### Metal 2

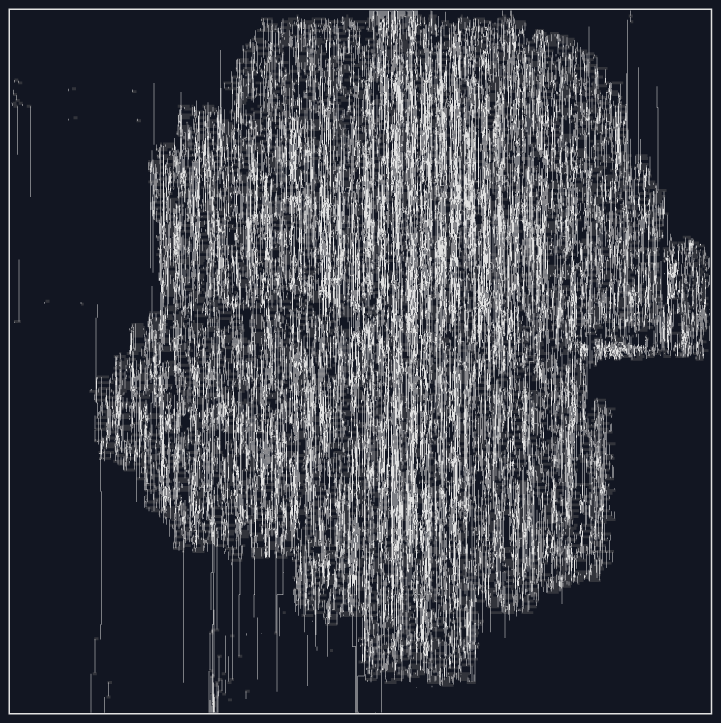
### Clock distribution

Bar = 200 um.
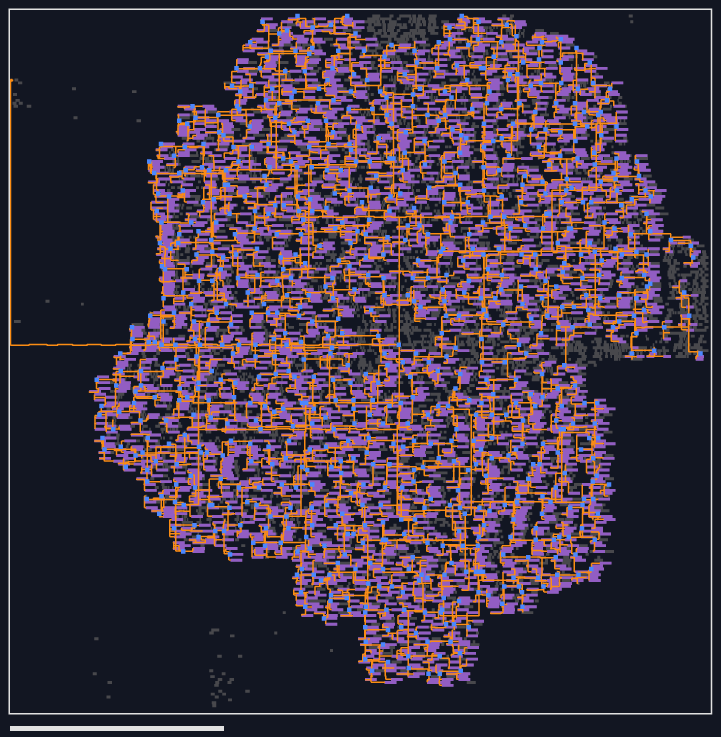
**src/rtl/bdf_prog_sequencer_if.sv**
```systemverilog
`default_nettype none
// ============================================================================
// Module      : bdf_prog_sequencer_if
// Description : Bus bundle between the host/config side, the sequencer and
//               the buffer datapath. It carries the code-RAM load port, the
//               run request (length, iteration count, start), the buffer
//               status flags, the push/pop strobes and the status outputs.
//               master : host/datapath side (drives load/start/flags)
//               slave  : sequencer side (drives strobes and status)
// Revision    : 1.0 - initial release
// ============================================================================
interface bdf_prog_sequencer_if #(
    parameter int NUM_BUFFERS = 12,
    parameter int CODE_LENGTH = 128,
    parameter int ITER_WIDTH  = 8
) ();
    localparam int CODE_WIDTH = 2 * NUM_BUFFERS;
    localparam int ADDR_W     = $clog2(CODE_LENGTH);

    // Code RAM load port
    logic                   ld_en;
    logic [ADDR_W-1:0]      ld_addr;
    logic [CODE_WIDTH-1:0]  ld_data;
    // Run request
    logic [ADDR_W:0]        prog_len;
    logic [ITER_WIDTH-1:0]  iter_count;
    logic                   start;
    // Buffer status and strobes
    logic [NUM_BUFFERS-1:0] buf_full;
    logic [NUM_BUFFERS-1:0] buf_empty;
    logic [NUM_BUFFERS-1:0] push;
    logic [NUM_BUFFERS-1:0] pop;
    // Sequencer status
    logic [ADDR_W-1:0]      pc;
    logic [ITER_WIDTH-1:0]  iter;
    logic                   busy;
    logic                   done;
    logic                   err;

    modport master (
        output ld_en, ld_addr, ld_data, prog_len, iter_count, start,
               buf_full, buf_empty,
        input  push, pop, pc, iter, busy, done, err
    );

    modport slave (
        input  ld_en, ld_addr, ld_data, prog_len, iter_count, start,
               buf_full, buf_empty,
        output push, pop, pc, iter, busy, done, err
    );
endinterface
`default_nettype wire

```
**src/rtl/bdf_prog_sequencer.sv**
```systemverilog
`default_nettype none
// ============================================================================
// Module      : bdf_prog_sequencer
// Description : Run-time programmable microcode sequencer. A program loaded
//               into the internal code RAM is executed prog_len words per
//               iteration for iter_count iterations. Each word holds a 2-bit
//               op per buffer (bit0 = push, bit1 = pop); a word issues only
//               when none of its ops conflicts with buf_full/buf_empty.
// Ports       : clk    - rising-edge clock
//               rst_n  - synchronous active-low reset
//               bus    - slave side of bdf_prog_sequencer_if (load port, run
//                        request, buffer flags, push/pop strobes, pc, iter,
//                        busy, done, err)
// Revision    : 1.0 - initial release
// ============================================================================
module bdf_prog_sequencer #(
    parameter int NUM_BUFFERS = 12,
    parameter int CODE_LENGTH = 128,
    parameter int ITER_WIDTH  = 8
) (
    input  wire logic            clk,
    input  wire logic            rst_n,
    bdf_prog_sequencer_if.slave  bus
);
    localparam int CODE_WIDTH = 2 * NUM_BUFFERS;
    localparam int ADDR_W     = $clog2(CODE_LENGTH);
    localparam logic [ADDR_W:0] PLEN_MAX = (ADDR_W+1)'(CODE_LENGTH);

    typedef enum logic [1:0] {
        S_IDLE  = 2'd0,
        S_FETCH = 2'd1,
        S_EXEC  = 2'd2,
        S_DONE  = 2'd3
    } state_t;

    state_t                 state_q, state_d;
    logic [ADDR_W-1:0]      pc_q, pc_d;
    logic [ITER_WIDTH-1:0]  iter_q, iter_d;
    logic [ADDR_W:0]        prog_len_q, prog_len_d;
    logic [ITER_WIDTH-1:0]  iter_cnt_q, iter_cnt_d;
    logic                   err_q, err_d;

    logic [CODE_WIDTH-1:0]  mem_q [CODE_LENGTH];
    logic [CODE_WIDTH-1:0]  word_q;

    logic                   w_ram_we;
    logic                   w_word_ld;
    logic [ADDR_W-1:0]      w_rd_addr;

    logic [NUM_BUFFERS-1:0] w_push_bit;
    logic [NUM_BUFFERS-1:0] w_pop_bit;
    logic [NUM_BUFFERS-1:0] w_conflict;
    logic                   w_go;
    logic                   w_plen_ok;
    logic                   w_last_word;
    logic                   w_last_iter;
    logic [ADDR_W-1:0]      w_next_pc;
    logic                   w_exec;

    // ------------------------------------------------------------------
    // Per-buffer op decode and conflict detection
    // ------------------------------------------------------------------
    for (genvar b = 0; b < NUM_BUFFERS; b++) begin : g_buf
        assign w_push_bit[b] = word_q[2*b];
        assign w_pop_bit[b]  = word_q[2*b+1];
        assign w_conflict[b] = (w_push_bit[b] & bus.buf_full[b]) |
                               (w_pop_bit[b]  & bus.buf_empty[b]);
    end

    // An all-idle word has no conflicts, so it always issues.
    assign w_go        = ~|w_conflict;
    assign w_exec      = (state_q == S_EXEC);
    assign w_plen_ok   = (bus.prog_len != '0) && (bus.prog_len <= PLEN_MAX);
    assign w_last_word = (pc_q == ADDR_W'(prog_len_q - (ADDR_W+1)'(1)));
    assign w_last_iter = (iter_q == (iter_cnt_q - ITER_WIDTH'(1)));
    assign w_next_pc   = w_last_word ? '0 : (pc_q + ADDR_W'(1));

    // ------------------------------------------------------------------
    // Code RAM with a registered read port. The current word register is
    // only loaded on fetch or on an issued word, so a stall simply holds it.
    // ------------------------------------------------------------------
    always_ff @(posedge clk) begin
        if (w_ram_we) begin
            mem_q[bus.ld_addr] <= bus.ld_data;
        end
        if (w_word_ld) begin
            word_q <= mem_q[w_rd_addr];
        end
    end

    // ------------------------------------------------------------------
    // State register
    // ------------------------------------------------------------------
    always_ff @(posedge clk) begin
        if (!rst_n) begin
            state_q    <= S_IDLE;
            pc_q       <= '0;
            iter_q     <= '0;
            prog_len_q <= '0;
            iter_cnt_q <= '0;
            err_q      <= 1'b0;
        end else begin
            state_q    <= state_d;
            pc_q       <= pc_d;
            iter_q     <= iter_d;
            prog_len_q <= prog_len_d;
            iter_cnt_q <= iter_cnt_d;
            err_q      <= err_d;
        end
    end

    // ------------------------------------------------------------------
    // Next-state logic
    // ------------------------------------------------------------------
    always_comb begin
        state_d    = state_q;
        pc_d       = pc_q;
        iter_d     = iter_q;
        prog_len_d = prog_len_q;
        iter_cnt_d = iter_cnt_q;
        err_d      = 1'b0;
        w_ram_we   = 1'b0;
        w_word_ld  = 1'b0;
        w_rd_addr  = pc_q;

        case (state_q)
            S_IDLE: begin
                w_ram_we = bus.ld_en;
                if (bus.start) begin
                    if (!w_plen_ok) begin
                        err_d = 1'b1;
                    end else begin
                        prog_len_d = bus.prog_len;
                        iter_cnt_d = bus.iter_count;
                        if (bus.iter_count == '0) begin
                            state_d = S_DONE;
                        end else begin
                            state_d = S_FETCH;
                            pc_d    = '0;
                            iter_d  = '0;
                        end
                    end
                end
            end

            S_FETCH: begin
                err_d     = bus.ld_en;
                w_rd_addr = '0;
                w_word_ld = 1'b1;
                state_d   = S_EXEC;
            end

            S_EXEC: begin
                err_d = bus.ld_en;
                if (w_go) begin
                    if (w_last_word && w_last_iter) begin
                        state_d = S_DONE;
                    end else begin
                        // Fetch the following word now so it issues
                        // next cycle without a bubble, including the wrap.
                        w_rd_addr = w_next_pc;
                        w_word_ld = 1'b1;
                        pc_d      = w_next_pc;
                        if (w_last_word) begin
                            iter_d = iter_q + ITER_WIDTH'(1);
                        end
                    end
                end
            end

            S_DONE: begin
                state_d = S_IDLE;
            end

            default: begin
                state_d = S_IDLE;
            end
        endcase
    end

    // ------------------------------------------------------------------
    // Outputs. Strobes are Mealy on the buffer flags and are gated by
    // rst_n so nothing is issued in a reset cycle.
    // ------------------------------------------------------------------
    assign bus.push = (w_exec && w_go && rst_n) ? w_push_bit : '0;
    assign bus.pop  = (w_exec && w_go && rst_n) ? w_pop_bit  : '0;
    assign bus.pc   = pc_q;
    assign bus.iter = iter_q;
    assign bus.busy = (state_q == S_FETCH) || (state_q == S_EXEC);
    assign bus.done = (state_q == S_DONE);
    assign bus.err  = err_q;

endmodule
`default_nettype wire

```
**src/flat_wrapper.sv**
```systemverilog
// flat-port wrapper written by rule: the top's interface ports become plain ports
module bdf_prog_sequencer_flat 
#(
    parameter int NUM_BUFFERS = 12,
    parameter int CODE_LENGTH = 128,
    parameter int ITER_WIDTH  = 8
)
  (clk, rst_n, bus_ld_en, bus_ld_addr, bus_ld_data, bus_prog_len, bus_iter_count, bus_start, bus_buf_full, bus_buf_empty, bus_push, bus_pop, bus_pc, bus_iter, bus_busy, bus_done, bus_err);
  bdf_prog_sequencer_if #(.NUM_BUFFERS(NUM_BUFFERS), .CODE_LENGTH(CODE_LENGTH), .ITER_WIDTH(ITER_WIDTH)) bus_i ();
  input  wire logic clk;
  input  wire logic rst_n;
  input wire logic [$bits(bus_i.ld_en)-1:0] bus_ld_en;
  input wire logic [$bits(bus_i.ld_addr)-1:0] bus_ld_addr;
  input wire logic [$bits(bus_i.ld_data)-1:0] bus_ld_data;
  input wire logic [$bits(bus_i.prog_len)-1:0] bus_prog_len;
  input wire logic [$bits(bus_i.iter_count)-1:0] bus_iter_count;
  input wire logic [$bits(bus_i.start)-1:0] bus_start;
  input wire logic [$bits(bus_i.buf_full)-1:0] bus_buf_full;
  input wire logic [$bits(bus_i.buf_empty)-1:0] bus_buf_empty;
  output wire logic [$bits(bus_i.push)-1:0] bus_push;
  output wire logic [$bits(bus_i.pop)-1:0] bus_pop;
  output wire logic [$bits(bus_i.pc)-1:0] bus_pc;
  output wire logic [$bits(bus_i.iter)-1:0] bus_iter;
  output wire logic [$bits(bus_i.busy)-1:0] bus_busy;
  output wire logic [$bits(bus_i.done)-1:0] bus_done;
  output wire logic [$bits(bus_i.err)-1:0] bus_err;
  assign bus_i.ld_en = bus_ld_en;
  assign bus_i.ld_addr = bus_ld_addr;
  assign bus_i.ld_data = bus_ld_data;
  assign bus_i.prog_len = bus_prog_len;
  assign bus_i.iter_count = bus_iter_count;
  assign bus_i.start = bus_start;
  assign bus_i.buf_full = bus_buf_full;
  assign bus_i.buf_empty = bus_buf_empty;
  assign bus_push = bus_i.push;
  assign bus_pop = bus_i.pop;
  assign bus_pc = bus_i.pc;
  assign bus_iter = bus_i.iter;
  assign bus_busy = bus_i.busy;
  assign bus_done = bus_i.done;
  assign bus_err = bus_i.err;
  bdf_prog_sequencer #(.NUM_BUFFERS(NUM_BUFFERS), .CODE_LENGTH(CODE_LENGTH), .ITER_WIDTH(ITER_WIDTH)) u_core (.clk(clk), .rst_n(rst_n), .bus(bus_i));
endmodule
```
**config.mk**
```make
export PLATFORM = sky130hd
export DESIGN_NAME = bdf_prog_sequencer_flat
export DESIGN_NICKNAME = d
export VERILOG_FILES = /design/src/rtl/bdf_prog_sequencer_if.sv /design/src/rtl/bdf_prog_sequencer.sv /design/src/flat_wrapper.sv
export SDC_FILE = /design/constraint.sdc
export NUM_CORES = 2
export LEC_CHECK = 0
export CAP_MARGIN = 25
export CORE_AREA = 2 2 653 655
export CTS_BUF_LIST = sky130_fd_sc_hd__clkbuf_2
export CTS_CLUSTER_DIAMETER = 30
export DETAILED_ROUTE_END_ITERATION = 12
export DIE_AREA = 0 0 655 657
export MAX_ROUTING_LAYER = met4
export PLACE_DENSITY_LB_ADDON = 0.3
export SYNTH_ARGS = -nofsm -noshare
export SYNTH_HDL_FRONTEND = slang
export SYNTH_SLANG_ARGS = --single-unit
```
**constraint.sdc**
```tcl
create_clock -name clk -period 6.4 [get_ports clk]
set_input_delay 1.6 -clock clk [delete_from_list [all_inputs] [get_ports clk]]
set_output_delay 1.6 -clock clk [all_outputs]
set_load 0.1 [all_outputs]
```
==> impl_metrics.ini <==
; flow metrics
[run_status]
status = finished clean

[synth]
syn_area_sq_um = 122000
yosys_area_sq_um = 122000
edf_count = 3096
flop_cell = edfxtp_1
ys_cells = 7090
async_reset_ff_share_pct = 0
syn_nets = 7174
synth_warnings = 0
ys.flops = 3129
synthCells = 7090
postSynthSeqShare_pct = 76.5
syn_area_per_cell_sq_um = 17.3
synth_cell_types = 84

[min_path]
hp-class = in2reg
whs_path_depth = 5
min_to = u_core.state_q[0]
hp-start = bus_start

[sta]
tightest_slew_ns = 1.23
grt_setup_unrepaired = yes
period_used_pct = 97.2
slew_violations = 0
setup_viol = 0
clock.fmax_mhz = 161
skew_ns = 0.176
finalCriticalPeriod_ns = 6.22
tns_ns = 0
finalHoldViolCount = 0
max-slew-margin-rel_pct = 17.2

[job]
cap_violations = 0
warnings = 37

[drt]
dr.max_layer_used = met4
drc = 0
dr.pass1.iters = 8
wl_met2_um = 181000
detail-route-antenna-nets = 0
drtIter0Drc = 7770
wire_per_inst_um = 25.5
wl_met1_um = 157000
viasPerCell = 4.95
wl_met3_um = 26600

[clock_network]
cts.htree.levels = 6
clk_path_buf_depth = 4
cts_buffers = 796
cts.sinks = 3129
root_buffer = clkbuf_2
clk_latency_ns = 2.20
path_clk_slew_ns = 0.09
cts_tree = done

[global_route]
grt_pass1_wl_um = 533000
antenna_found_initial = 31
grt.overflow.total = 0
grt_pass1_vias = 74200
grtUsageTotal_pct = 17.5
grt_max_degree = 129

[floorplanning]
fp-row-count = 239
floorplan.die.height_um = 657
ios = 117
initCoreUtil_pct = 28.9
dieArea_sq_um = 430000
die_w_um = 655
placeableCoreArea_sq_um = 423000

[layout]
mostFrequentLayoutCell = edfxtp_1
area_growth_pct = 19.3
fin_area_sq_um = 146000
final_cell_mix = edfxtp_1, nand2_1, clkbuf_2, buf_4, mux4_2
utilization_pct = 34.5
nets = 8593
drive_gt1_share_pct = 29.8
finalNonFillerCells = 14800

[critical_path]
start_kind = register
critPathArrivalTime_ns = 4.62
cp-endpoint = bus_pop[4]
crit_fanout = 12
crit_chain = a22oi_2 > nand4_1 > nor3_4 > buf_12 > and3_4 > buf_6 > buf_12 > and2_4 > buf_12
cp_common_cell = buf_12
r2r_start = u_core.prog_len_q[0]
slowest_stage = edfxtp_1
max_stage_delay_ns = 0.58
path_buffers = 4
critPathLaunch = u_core.word_q[14]
reg2reg_to = u_core.word_q[19]
endpoint_kind = output port
cpLargestDelayFamily = simple AND/OR/NAND/NOR gates
rr_worst_depth = 20
rrSetupSlack_ns = 0.19
cp_data_required_time_ns = 4.80
critPathKind = reg2out
path_depth = 9

[placement]
dpl.hpwl_um = 232000
gp_congestion = 0.878
port_buffers = 116
dpl_cell_area_sq_um = 137000
dpl.cell_count = 13300

[pwr]
finalPower_uw = 38100
p_leak_uw = 0.0483
ir_drop_mv = 0.267
power_density_nw_per_um2 = 261
Notes on 'Metal 2' above:
share of all routed wire: 48%
main direction: vertical
wire length on this layer: 181 mm
met2 usage: 27.9%
Routed Wire Length: 377000 um
DR vias: 73200

Notes on 'Clock distribution' above:
[orange] clock wires | length: 40.3 mm
[purple] flip-flops | count: 3129
[blue] clock-net drivers | count: 796
routed clock nets: 797

## Yosys cell counts, types with 27 or more instances
cell	n	area share [%]
nor3_1	31	0.13
a31oi_1	104	0.53
mux4_2	347	6.4
nand2_1	1112	3.4
o22ai_1	90	0.46
or4_1	27	0.17
a22oi_1	40	0.25
a211oi_1	97	0.59
dfxtp_1	33	0.54
nor4_1	61	0.31
o211ai_1	52	0.32
nor2_1	167	0.51
and3_1	126	0.64
nand4_1	45	0.23
and2_1	32	0.16
buf_4	37	0.23
edfxtp_1	3096	76
a21oi_1	129	0.53
mux2i_1	326	2.7
a32oi_1	125	0.89
nor2b_1	47	0.24
clkbuf_1	193	0.59
nand3_1	290	1.2
o21ai_0	58	0.24
buf_2	146	0.60
## metal layers
metal / global-route usage [%] / vias to the layer above
li1: - / 31600
met1: 22.7 / 38000
met2: 27.9 / 3075
met3: 2.89 / 547
met4: 5.97 / 0
met5: - / -
## sequential cells by signal (all words and copies together) (netlist names)
register,count
u_core.state_q,2
u_core.word_q,24
u_core.bus.pc,7
u_core.bus.iter,8
u_core.iter_cnt_q,8
u_core.prog_len_q,7
u_core.mem_q,3072
u_core.bus.err,1
## metrics by stage
step | setup slack (ns) | hold slack [ns]
6_report | 0.177 | 0.396
3_5_place_dp | -1.02 | 0.527
2_1_floorplan | 1.04 | 0.500
5_1_grt | -0.112 | 0.206
4_1_cts | -0.138 | 0.0572
3_3_place_gp | -1.48 | 0.512
## kinds of logic (layout without fill, tap and decap cells)
logic type | after synthesis | count (layout) | synth area share, %
AOI/OAI and AO/OA | 815 | 815 | 4.71
adders and majority gates | 9 | 9 | 0.0920
xor gates and xnor gates | 26 | 26 | 0.197
other | 0 | 24 | 0
DFF | 3129 | 3129 | 76.5
buffers and inverters | 447 | 2446 | 1.94
and+or+nand+nor | 1982 | 1982 | 7.34
muxes | 682 | 682 | 9.23
## worst reg2reg max path, stage by stage, from the launching register on
cell and delay [ns]:
dfxtp_1 0.45, inv_1 0.07, ha_1 0.29, xnor3_1 0.22, and3_1 0.17, o21ai_2 0.08, a2111oi_4 0.32, buf_4 0.23
nor4_2 0.07, buf_4 0.15, a311oi_4 0.50, buf_4 0.35, buf_12 0.33, nor2_4 0.31, buf_4 0.31, nand3_1 0.08
a31oi_1 0.14, buf_4 0.17, nor3_1 0.97, nand2_1 0.43, nor4_1 0.39
## final cells by class
type,count,area [sq um]
Clock buffer,1086,5440
Sequential cell,3129,93600
Tap cell,5663,7090
Clock inverter,292,2150
Inverter,12,45.0
Antenna cell,24,60.1
Multi-Input combinational cell,3514,27000
Fill cell,40800,277000
Timing Repair Buffer,1056,10600
## where the power goes
group | switching, uW | internal [uW]
clock network | 8210 | 5940
logic | 949 | 296
registers | 83.7 | 22600
## repair_timing
| item | 4_1_cts | 5_1_grt |
|---|---|---|
| pin swaps | 8 | 4 |
| endpoints found under the hold margin | 1554 | 0 |
| hold buffers | 56 | 0 |
| resized | 35 | 3 |
| buffers inserted | 14 | 1 |
| endpoints found under the setup margin | 24 | 24 |
| cloned | 2 | 0 |
Power and IR drop assume default switching activity.
